**src/rtl/uart_fifo_bridge.sv**
```systemverilog
`default_nettype none
// +----------------------------------------------------------------------------------+
// | uart_fifo_bridge: RX/TX byte FIFOs around the uart core, sticky overrun/line     |
// | error flags. Optional hardware echo path when UART_FIFO_BRIDGE_ECHO_EN is defined.|
// | Revision: 1.0                                                                    |
// +----------------------------------------------------------------------------------+
module uart_fifo_bridge #(
  parameter int RX_ADDR_WIDTH = 4,
  parameter int TX_ADDR_WIDTH = 4
) (
  input  logic                     clk,
  input  logic                     reset_n,
  input  logic                     u_received,
  input  logic [7:0]               u_rx_byte,
  input  logic                     u_error,
  input  logic                     u_is_transmitting,
  output logic                     u_transmit,
  output logic [7:0]               u_tx_byte,
  output logic [7:0]               rx_data,
  output logic                     rx_valid,
  input  logic                     rx_read,
  output logic [RX_ADDR_WIDTH:0]   rx_count,
  input  logic [7:0]               tx_data,
  input  logic                     tx_write,
  output logic                     tx_ready,
  output logic                     tx_busy,
  output logic                     overrun,
  output logic                     line_err,
`ifdef UART_FIFO_BRIDGE_ECHO_EN
  input  logic                     echo,
`endif
  input  logic                     clr_flags
);

  localparam int RX_DEPTH = 1 << RX_ADDR_WIDTH;
  localparam int TX_DEPTH = 1 << TX_ADDR_WIDTH;
  localparam logic [RX_ADDR_WIDTH:0] RX_FULL_CNT = (RX_ADDR_WIDTH+1)'(RX_DEPTH);
  localparam logic [TX_ADDR_WIDTH:0] TX_FULL_CNT = (TX_ADDR_WIDTH+1)'(TX_DEPTH);

  typedef enum logic [2:0] {
    ST_IDLE      = 3'd0,
    ST_LOAD      = 3'd1,
    ST_START     = 3'd2,
    ST_WAIT_BUSY = 3'd3,
    ST_WAIT_DONE = 3'd4
  } state_e;

  state_e                   state_q, state_d;
  logic [7:0]               rx_hold_q, rx_hold_d;
  logic                     rx_pend_q, rx_pend_d;
  logic [RX_ADDR_WIDTH-1:0] rx_wptr_q, rx_wptr_d, rx_rptr_q, rx_rptr_d;
  logic [RX_ADDR_WIDTH:0]   rx_count_q, rx_count_d;
  logic [TX_ADDR_WIDTH-1:0] tx_wptr_q, tx_wptr_d, tx_rptr_q, tx_rptr_d;
  logic [TX_ADDR_WIDTH:0]   tx_count_q, tx_count_d;
  logic [7:0]               u_tx_byte_q, u_tx_byte_d;
  logic                     overrun_q, overrun_d, line_err_q, line_err_d;
  logic [7:0]               rx_mem_q [RX_DEPTH];
  logic [7:0]               tx_mem_q [TX_DEPTH];

  logic       rx_full, rx_pop, rx_wr, rx_drop;
  logic       tx_full, tx_push, tx_pop, echo_push;
  logic [7:0] tx_push_byte;

  assign rx_full = (rx_count_q == RX_FULL_CNT);
  assign rx_pop  = rx_read & rx_valid;
  // A pop in the write cycle frees a slot, so a full FIFO still accepts the byte.
  assign rx_wr   = rx_pend_q & (~rx_full | rx_pop);
  assign rx_drop = rx_pend_q & rx_full & ~rx_pop;

`ifdef UART_FIFO_BRIDGE_ECHO_EN
  assign echo_push = rx_wr & echo;
`else
  assign echo_push = 1'b0;
`endif

  assign tx_full      = (tx_count_q == TX_FULL_CNT);
  assign tx_ready     = ~tx_full & ~echo_push;
  assign tx_push      = (echo_push & ~tx_full) | (tx_write & tx_ready);
  assign tx_push_byte = echo_push ? rx_hold_q : tx_data;

  assign rx_valid  = (rx_count_q != '0);
  assign rx_count  = rx_count_q;
  assign rx_data   = rx_mem_q[rx_rptr_q];
  assign tx_busy   = (tx_count_q != '0) | (state_q != ST_IDLE);
  assign u_tx_byte = u_tx_byte_q;
  assign overrun   = overrun_q;
  assign line_err  = line_err_q;

  always_comb begin
    rx_pend_d  = u_received & ~u_error;
    rx_hold_d  = u_received ? u_rx_byte : rx_hold_q;
    rx_wptr_d  = rx_wptr_q;
    rx_rptr_d  = rx_rptr_q;
    rx_count_d = rx_count_q;
    if (rx_wr)  rx_wptr_d = rx_wptr_q + RX_ADDR_WIDTH'(1);
    if (rx_pop) rx_rptr_d = rx_rptr_q + RX_ADDR_WIDTH'(1);
    case ({rx_wr, rx_pop})
      2'b10:   rx_count_d = rx_count_q + (RX_ADDR_WIDTH+1)'(1);
      2'b01:   rx_count_d = rx_count_q - (RX_ADDR_WIDTH+1)'(1);
      default: rx_count_d = rx_count_q;
    endcase
    // Set events take priority over a simultaneous clear.
    overrun_d  = rx_drop | (overrun_q & ~clr_flags);
    line_err_d = u_error | (line_err_q & ~clr_flags);
  end

  always_comb begin
    tx_wptr_d  = tx_wptr_q;
    tx_rptr_d  = tx_rptr_q;
    tx_count_d = tx_count_q;
    if (tx_push) tx_wptr_d = tx_wptr_q + TX_ADDR_WIDTH'(1);
    if (tx_pop)  tx_rptr_d = tx_rptr_q + TX_ADDR_WIDTH'(1);
    case ({tx_push, tx_pop})
      2'b10:   tx_count_d = tx_count_q + (TX_ADDR_WIDTH+1)'(1);
      2'b01:   tx_count_d = tx_count_q - (TX_ADDR_WIDTH+1)'(1);
      default: tx_count_d = tx_count_q;
    endcase
  end

  always_comb begin
    state_d     = state_q;
    u_tx_byte_d = u_tx_byte_q;
    u_transmit  = 1'b0;
    tx_pop      = 1'b0;
    case (state_q)
      ST_IDLE:      if (tx_count_q != '0) state_d = ST_LOAD;
      ST_LOAD: begin
        u_tx_byte_d = tx_mem_q[tx_rptr_q];
        tx_pop      = 1'b1;
        state_d     = ST_START;
      end
      ST_START: begin
        u_transmit = 1'b1;
        state_d    = ST_WAIT_BUSY;
      end
      ST_WAIT_BUSY: if (u_is_transmitting)  state_d = ST_WAIT_DONE;
      ST_WAIT_DONE: if (!u_is_transmitting) state_d = ST_IDLE;
      default:      state_d = ST_IDLE;
    endcase
  end

  always_ff @(posedge clk or negedge reset_n) begin
    if (!reset_n) begin
      state_q     <= ST_IDLE;
      rx_hold_q   <= 8'h00;
      rx_pend_q   <= 1'b0;
      rx_wptr_q   <= '0;
      rx_rptr_q   <= '0;
      rx_count_q  <= '0;
      tx_wptr_q   <= '0;
      tx_rptr_q   <= '0;
      tx_count_q  <= '0;
      u_tx_byte_q <= 8'h00;
      overrun_q   <= 1'b0;
      line_err_q  <= 1'b0;
    end else begin
      state_q     <= state_d;
      rx_hold_q   <= rx_hold_d;
      rx_pend_q   <= rx_pend_d;
      rx_wptr_q   <= rx_wptr_d;
      rx_rptr_q   <= rx_rptr_d;
      rx_count_q  <= rx_count_d;
      tx_wptr_q   <= tx_wptr_d;
      tx_rptr_q   <= tx_rptr_d;
      tx_count_q  <= tx_count_d;
      u_tx_byte_q <= u_tx_byte_d;
      overrun_q   <= overrun_d;
      line_err_q  <= line_err_d;
    end
  end

  // Storage arrays carry no reset; stale contents are unreachable once pointers clear.
  always_ff @(posedge clk) begin
    if (rx_wr)   rx_mem_q[rx_wptr_q] <= rx_hold_q;
    if (tx_push) tx_mem_q[tx_wptr_q] <= tx_push_byte;
  end

endmodule
`default_nettype wire

```
**config.mk**
```make
export PLATFORM = sky130hd
export DESIGN_NAME = uart_fifo_bridge
export DESIGN_NICKNAME = d
export VERILOG_FILES = /design/src/rtl/uart_fifo_bridge.sv
export SDC_FILE = /design/constraint.sdc
export NUM_CORES = 1
export LEC_CHECK = 0
export CORE_MARGIN = 5
export CORE_UTILIZATION = 26
export CTS_BUF_LIST = sky130_fd_sc_hd__clkbuf_16
export DETAILED_ROUTE_END_ITERATION = 8
export SLEW_MARGIN = 5
export SYNTH_ARGS = -nofsm -noshare
export SYNTH_HDL_FRONTEND = slang
export SYNTH_SLANG_ARGS = --single-unit
```
**constraint.sdc**
```tcl
create_clock -name clk -period 3 [get_ports clk]
set_clock_uncertainty 0.1 [all_clocks]
set_input_delay 0.3 -clock clk [delete_from_list [all_inputs] [get_ports clk]]
set_output_delay 0.3 -clock clk [all_outputs]
set_load 0.02 [all_outputs]
```
==> results.txt <==
DRT antenna net count: 0
Minimum clock period: 2.897 ns
Syn_nets: 692
WL/cell: 19.28 µm
Maximum vdd ir drop: 0.0006074 V
Post-CTS Setup Inserts: 0
Slew Limit Fails: 0
Height of the die: 227.2 µm
Internal power: 0.009623 W
Crit Path Class: reg2out
Clock Power Share: 0.296
Placer Congestion: 0.7861
Global-route wire length before repair: 40.41 mm
Worst path required time: 2.60 ns
Vias in the first global route: 6484
Post-layout instance area: 14780 µm²
Ys cells: 653
Top post-synthesis cells by count: edfxtp_1 (256), mux4_2 (70), dfrtp_1 (48), nor2_1 (27), nand2_1 (23)
Commonest flop: edfxtp_1
Largest net degree at the start of global routing: 36
Most numerous logic cell after layout: edfxtp_1
Skew-Pair Late Insertion Delay: 0.51 ns
Setup crit end kind: output port
Ys Warns: 0
Fmax: 0.3452 GHz
Area grow syn2layout: 20.54%
Startpoint types: register
Outcome: completed
Final Util: 0.3175
Fin. Hold Viols: 0
R2R depth: 12
Synth area leader: edfxtp_1
Distinct cell type count after synthesis: 49
Cell with the most instances after synthesis: edfxtp_1
RSZ-0062 raised after global routing: no
Final period util: 0.9655
CTS tree: yes
Total power: 0.01379 W
Post-Place Cells: 1302
Final Setup Violations: 0
RR Endpoint: tx_count_q[4]
Initial antenna violation count: 1
Fin cells: 1364
CTS root buf: clkbuf_16
P_leak: 5.006 nW
Reg clk slew, reported paths: 0.06 ns
==> per-layer routing <==
| layer | up-vias | part of all wire | global-route usage |
|---|---|---|---|
| met3 | 40 | 0.051 | 0.02282 |
| met4 | 2 | 0.017 | 0.02315 |
| met2 | 141 | 0.49 | 0.1707 |
| met5 | - | 0.00030 | 0 |
| met1 | 3155 | 0.44 | 0.1390 |
| li1 | 2754 | - | - |
==> cell families after synthesis <==
family	Yosys count	synth area share
AND-OR/OR-AND	55	0.02867
adder cells (fa/ha/maj)	15	0.01530
AND/OR/NAND/NOR	111	0.04826
buffers and inverters	54	0.01898
multiplexers	91	0.1475
XOR/XNOR	23	0.01643
flip-flops	304	0.7248
==> power by group through the flow <==
stage | clock, W | sequential [W] | combinational, W
2_1_floorplan | 0 | 0.00557 | 0.00289
3_3_place_gp | 0 | 0.00584 | 0.00405
3_5_place_dp | 0 | 0.00586 | 0.00409
5_1_grt | 0.00439 | 0.00586 | 0.00431
6_report | 0.00408 | 0.00577 | 0.00394
4_1_cts | 0.00421 | 0.00578 | 0.00402
==> worst max-delay path: stages, from the launching register on <==
cell	delay (ns)
dfrtp_2	0.41
buf_12	0.19
mux4_2	0.55
mux4_2	0.50
dlygate4sd2_1	0.34
==> final cells by class <==
| class | instances | area [µm²] |
|---|---|---|
| clock buffer | 37 | 925.9 |
| clock inverter | 24 | 181.4 |
| fill | 4437 | 31770 |
| inverter | 18 | 67.56 |
| multi-input combinational | 295 | 3148 |
| sequential | 304 | 8891 |
| tap | 607 | 759.5 |
| timing repair buffer | 79 | 808.3 |
==> timing repair <==
| item | in CTS | in global routing |
|---|---|---|
| pin swaps | 0 | 0 |
| hold endpoints to repair | 24 | 0 |
| endpoints found under the setup margin | 8 | 3 |
| cloned | 0 | 0 |
| gates resized | 8 | 3 |
| hold buffers | 1 | 0 |
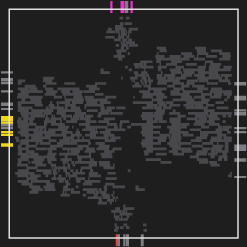
(ports around the boundary)
Scale: 1 px per µm. Pins as bars across the die edge, other pins in grey.
Yellow stands for u_tx_byte, pins 8, direction output, edge west. Red stands for tx_write, pins 1, direction input, edge south. Magenta stands for rx_count, pins 5, direction output, edge north.
All pins by edge: 20 west, 17 east, 7 north, 7 south.

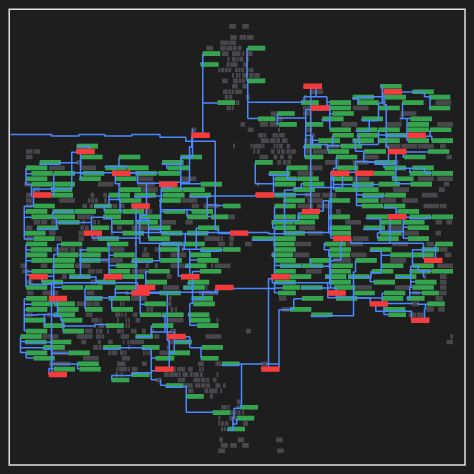
(routed clock nets over the placement)
Scale: 2 px per µm.
Red stands for clock-net drivers, count 35. Green stands for flip-flops, count 304. Blue stands for clock wires, length 3870 µm.
There are 36 routed clock nets.

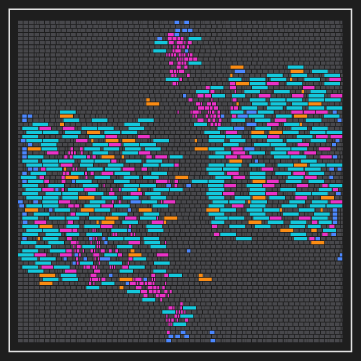
(placement by cell class)
Scale: 1.5 px per µm. Fill, decap, tap and diode cells in grey.
Magenta stands for remaining logic cells, cells 313. Orange stands for clock drivers and dummy loads, cells 61. Blue stands for remaining buffers and delay cells, cells 79. Cyan stands for sequential cells, cells 304.

Power and IR drop assume default switching activity.
